<file path="src/rtl/seg_display_ctrl.sv">
// seg_display_ctrl: registered N-digit seven-segment controller with leading-zero suppression and per-digit blink.
// Define SEG_DP_EN to add per-digit decimal points (dp_in, 8 bits per digit on seg_out).
module seg_display_ctrl #(
   parameter int N_DIGITS  = 8,
   parameter int CODE_W    = 5,
   parameter int BLINK_DIV = 25000000
) (
   input  logic                         clk,
   input  logic                         rst,
   input  logic                         start,
   input  logic                         clear,
   input  logic                         load,
   input  logic [N_DIGITS*CODE_W-1:0]   digits_in,
   input  logic                         lz_en,
   input  logic [N_DIGITS-1:0]          blink_mask,
`ifdef SEG_DP_EN
   input  logic [N_DIGITS-1:0]          dp_in,
   output logic [N_DIGITS*8-1:0]        seg_out,
`else
   output logic [N_DIGITS*7-1:0]        seg_out,
`endif
   output logic                         active
);
   localparam int SEG_W = $bits(seg_out) / N_DIGITS;
   localparam int CNT_W = $clog2(BLINK_DIV);
   localparam logic [CNT_W-1:0] CNT_MAX = CNT_W'(BLINK_DIV - 1);
   localparam logic [6:0] HEX [16] = '{
      7'h40, 7'h79, 7'h24, 7'h30, 7'h19, 7'h12, 7'h02, 7'h78,
      7'h00, 7'h10, 7'h08, 7'h03, 7'h46, 7'h21, 7'h06, 7'h0E
   };

   typedef enum logic {IDLE, SHOW} state_t;

   state_t                        state_q, state_d;
   logic [N_DIGITS*CODE_W-1:0]    digit_q, digit_d;
   logic [CNT_W-1:0]              blink_cnt_q, blink_cnt_d;
   logic                          blink_ph_q, blink_ph_d;
   logic [N_DIGITS*SEG_W-1:0]     seg_q, seg_d;
   logic                          active_q, active_d;
   logic [N_DIGITS:0]             zero_run;
   logic [N_DIGITS-1:0]           lz_blank;
   logic [N_DIGITS-1:0]           dark;
   logic                          timer_off;

   // SSeg decoder: codes 0..15 are hex glyphs, anything above is dark
   function automatic logic [6:0] sseg(input logic [CODE_W-1:0] c);
      return (c > CODE_W'(15)) ? 7'h7F : HEX[c[3:0]];
   endfunction

   // zero_run[i] is set when digits N_DIGITS-1 down to i are all zero
   assign zero_run[N_DIGITS] = 1'b1;
   for (genvar g = 0; g < N_DIGITS; g++) begin : g_lz
      assign zero_run[g] = zero_run[g+1] & (digit_q[g*CODE_W +: CODE_W] == '0);
      assign lz_blank[g] = (g != 0) & lz_en & zero_run[g];
   end

   assign dark      = {N_DIGITS{state_q != SHOW}} | (blink_mask & {N_DIGITS{blink_ph_q}});
   assign timer_off = (state_q != SHOW) | clear;

   always_comb begin
      state_d     = clear ? IDLE : (state_q == IDLE && !start) ? SHOW : state_q;
      digit_d     = clear ? '0 : load ? digits_in : digit_q;
      blink_cnt_d = (timer_off || blink_cnt_q == CNT_MAX) ? '0 : blink_cnt_q + CNT_W'(1);
      blink_ph_d  = timer_off ? 1'b0 : (blink_cnt_q == CNT_MAX) ? ~blink_ph_q : blink_ph_q;
      active_d    = (state_q == SHOW);
      seg_d       = '1;
      for (int i = 0; i < N_DIGITS; i++) begin
         seg_d[i*SEG_W +: 7] = (dark[i] || lz_blank[i]) ? 7'h7F : sseg(digit_q[i*CODE_W +: CODE_W]);
`ifdef SEG_DP_EN
         seg_d[i*SEG_W + 7] = dark[i] | ~dp_in[i];
`endif
      end
   end

   always_ff @(posedge clk) begin
      if (!rst) begin
         state_q     <= IDLE;
         digit_q     <= '0;
         blink_cnt_q <= '0;
         blink_ph_q  <= 1'b0;
         seg_q       <= '1;
         active_q    <= 1'b0;
      end else begin
         state_q     <= state_d;
         digit_q     <= digit_d;
         blink_cnt_q <= blink_cnt_d;
         blink_ph_q  <= blink_ph_d;
         seg_q       <= seg_d;
         active_q    <= active_d;
      end
   end

   assign seg_out = seg_q;
   assign active  = active_q;
endmodule
</file>
<file path="config.mk">
export PLATFORM = sky130hd
export DESIGN_NAME = seg_display_ctrl
export DESIGN_NICKNAME = d
export VERILOG_FILES = /design/src/rtl/seg_display_ctrl.sv
export SDC_FILE = /design/constraint.sdc
export NUM_CORES = 1
export LEC_CHECK = 0
export ABC_AREA = 1
export CELL_PAD_IN_SITES_DETAIL_PLACEMENT = 1
export CELL_PAD_IN_SITES_GLOBAL_PLACEMENT = 2
export CORE_MARGIN = 2
export CORE_UTILIZATION = 33
export CTS_CLUSTER_DIAMETER = 120
export CTS_CLUSTER_SIZE = 30
export DETAILED_ROUTE_END_ITERATION = 8
export GPL_TIMING_DRIVEN = 0
export PLACE_DENSITY = 0.89
export RECOVER_POWER = 50
export SYNTH_ARGS = -nofsm -noshare
export SYNTH_HDL_FRONTEND = slang
export SYNTH_SLANG_ARGS = --single-unit
</file>
<file path="constraint.sdc">
create_clock -name clk -period 3.2 [get_ports clk]
set_input_delay 0.32 -clock clk [delete_from_list [all_inputs] [get_ports clk]]
set_output_delay 0.32 -clock clk [all_outputs]
set_load 0.01 [all_outputs]
</file>
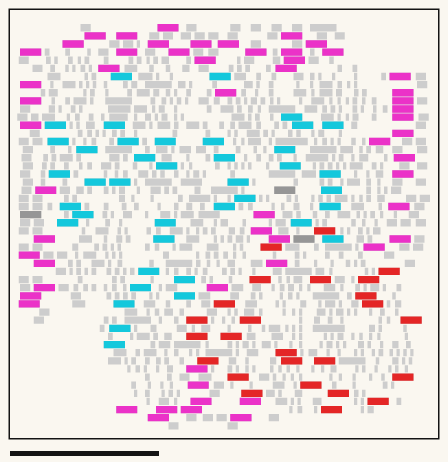
(where the registers sit)
Scale bar: 50 um.
- magenta: seg_out (placed flops 56; where spread over the die)
- red: blink_cnt_q (placed flops 25)
- cyan: digit_q (placed flops 40)
- not coloured: 3
sequential logic power: 1620 uW
footprint of the flip-flops and latches: 2480 sq um
fraction of area in registers: 29.6%
post-layout util: 44.4%

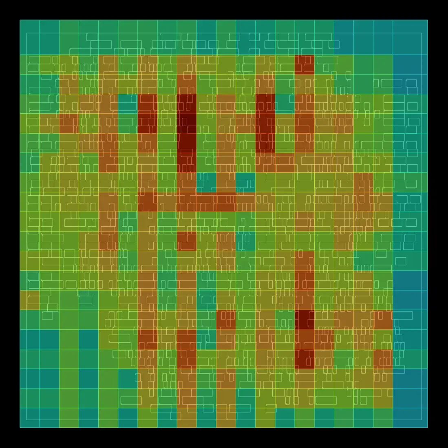
(congestion heat map)
post-detailed-route wirelength per cell: 15.2 um
aggregate global-route resource usage: 19.0%
peak-usage layer in the global routing report: met2

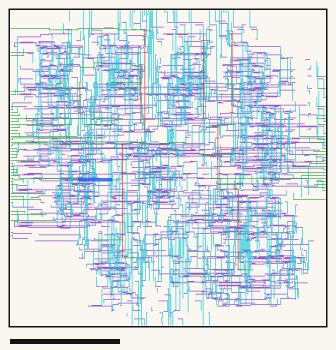
(wiring by layer)
Scale bar: 50 um.
- green: metal 3 (wire length 871 um)
- purple: metal 1 (wire length 9010 um)
- blue: metal 5 (wire length 13.8 um)
- red: metal 4 (wire length 283 um)
- cyan: metal 2 (wire length 8760 um)
total wire length after detailed routing: 18900 um
via total after detailed routing: 6053

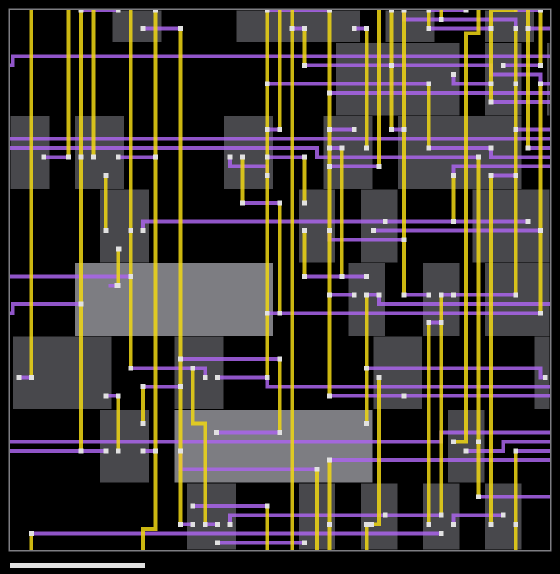
(close-up of the layout)
Scale bar: 5 um. Region (62, 90) to (82, 110) um. Cells in grey, sequential cells in the stronger grey; small squares are vias.
- yellow: metal 2
- purple: metal 1
- most frequent: a21oi_1 (4), nand2_1 (4), ha_1 (4)
- cells with their middle in the window: 25
- netlist names of flops here include: digit_q (2)
- sequential cells in the window: 2

-- flip-flops by register name, summed over array words and instances (netlist names) --
| register | flops |
|---|---|
| blink_ph_q | 1 |
| digit_q | 40 |
| seg_out | 56 |
| blink_cnt_q | 25 |
| active | 1 |
| active_d | 1 |
-- cell families (layout without fill, tap and decap cells) --
| logic type | count (synthesis) | in the layout | synth area share, % |
|---|---|---|---|
| AND-OR/OR-AND | 177 | 177 | 15.1 |
| XOR/XNOR | 13 | 13 | 1.78 |
| adder cells (fa/ha/maj) | 43 | 43 | 8.40 |
| buffers and inverters | 111 | 253 | 7.62 |
| flip-flops | 124 | 124 | 38.8 |
| AND/OR/NAND/NOR | 377 | 377 | 28.4 |
==> git commit body <==
Log flow metrics for this revision

* Result of the run: complete, no violations
* Average footprint of a synthesized cell: ~7.6 sq um
* Post-layout total power: between 3000 and 4000 uW
* Post-synth area from yosys stat: around 6400 sq um
- The registers of the reported paths see a clock transition of 0.05 ns.
- R2r startpoint: blink_cnt_q[0]
* Most frequent cells in the layout: sky130_fd_sc_hd__nand2_1, sky130_fd_sc_hd__dfxtp_1, sky130_fd_sc_hd__nor2_1
* Synth top cell by count: sky130_fd_sc_hd__nand2_1
- Setup slack of the most critical reg-to-reg path: 1.31 ns
- Port bufs: 110
* Htree depth: 4
- Crit start category: input port
- DRT Pass-1 Iters: 4
- Across all hold checks on the routed design, the worst slack comes to 0.463 ns.
- The most numerous cell type found on the critical path is sky130_fd_sc_hd__clkbuf_1.
- The clock network burns 48.3% of the power.
* Area-dominant cell class after layout: multi-input combinational cells
- The number of nets in the synthesized netlist is 942.
- Registers, synthesis: 124
- Among logic cells in the layout, the one with the most instances is sky130_fd_sc_hd__nand2_1.
* Worst-case clock skew: between 0.009 and 0.01 ns
- TritonCTS clock tree: done
- Placed wire-length estimate: 14300 um
- In this run the power spent charging and discharging nets is 953 uW.
* Count of clock-net buffers in the final layout: 25
- The routed design uses 871 um of met3 wire.
* Cell count after placement: 1215
- Wire length of the first global-routing pass: 30400 um
* Number of global-route vias before repair: 6058
- Final cell count without fillers: 1247
- Post-synthesis cell count from yosys: roughly 850
* Clk pwr: 1890 uW
- Post-synthesis instance total: 845
- The worst path uses 61.5% of the clock period.
* Maximum number of pins on one net before global-route repair: 17
* Number of remaining DRC errors: 0
- STA classifies the critical path endpoint as a register.
- The worst path needs 1.97 ns of the cycle, external delays included.
- Number of setup buffers added after CTS: 0
* Total placed instance area: 7830 sq um
- Leaving out the clock tree, the finished layout contains an inverter count of 84.
- Data arrival time of the worst path: 2.31 ns
- Hold Fails Final Rpt: 0
- Of all nets on the critical path, the largest fanout is 10.
- Required time at the worst-slack endpoint: 3.54 ns
* Layout multi-input combinational cell count: 610
- Antenna violation net count after detailed routing: 0
* TritonCTS Buffers: 17
* Total of fill cells in the finished design: 2356
- Cell type with the largest total area: sky130_fd_sc_hd__dfxtp_1
* Floorplan utilization: 33.9%
- Worst hold endpoint: active_d
- Highest attainable clock frequency: 0.508 GHz
- After clock tree synthesis, the flow added hold-fix buffers numbering 0.
Power and IR drop assume default switching activity.
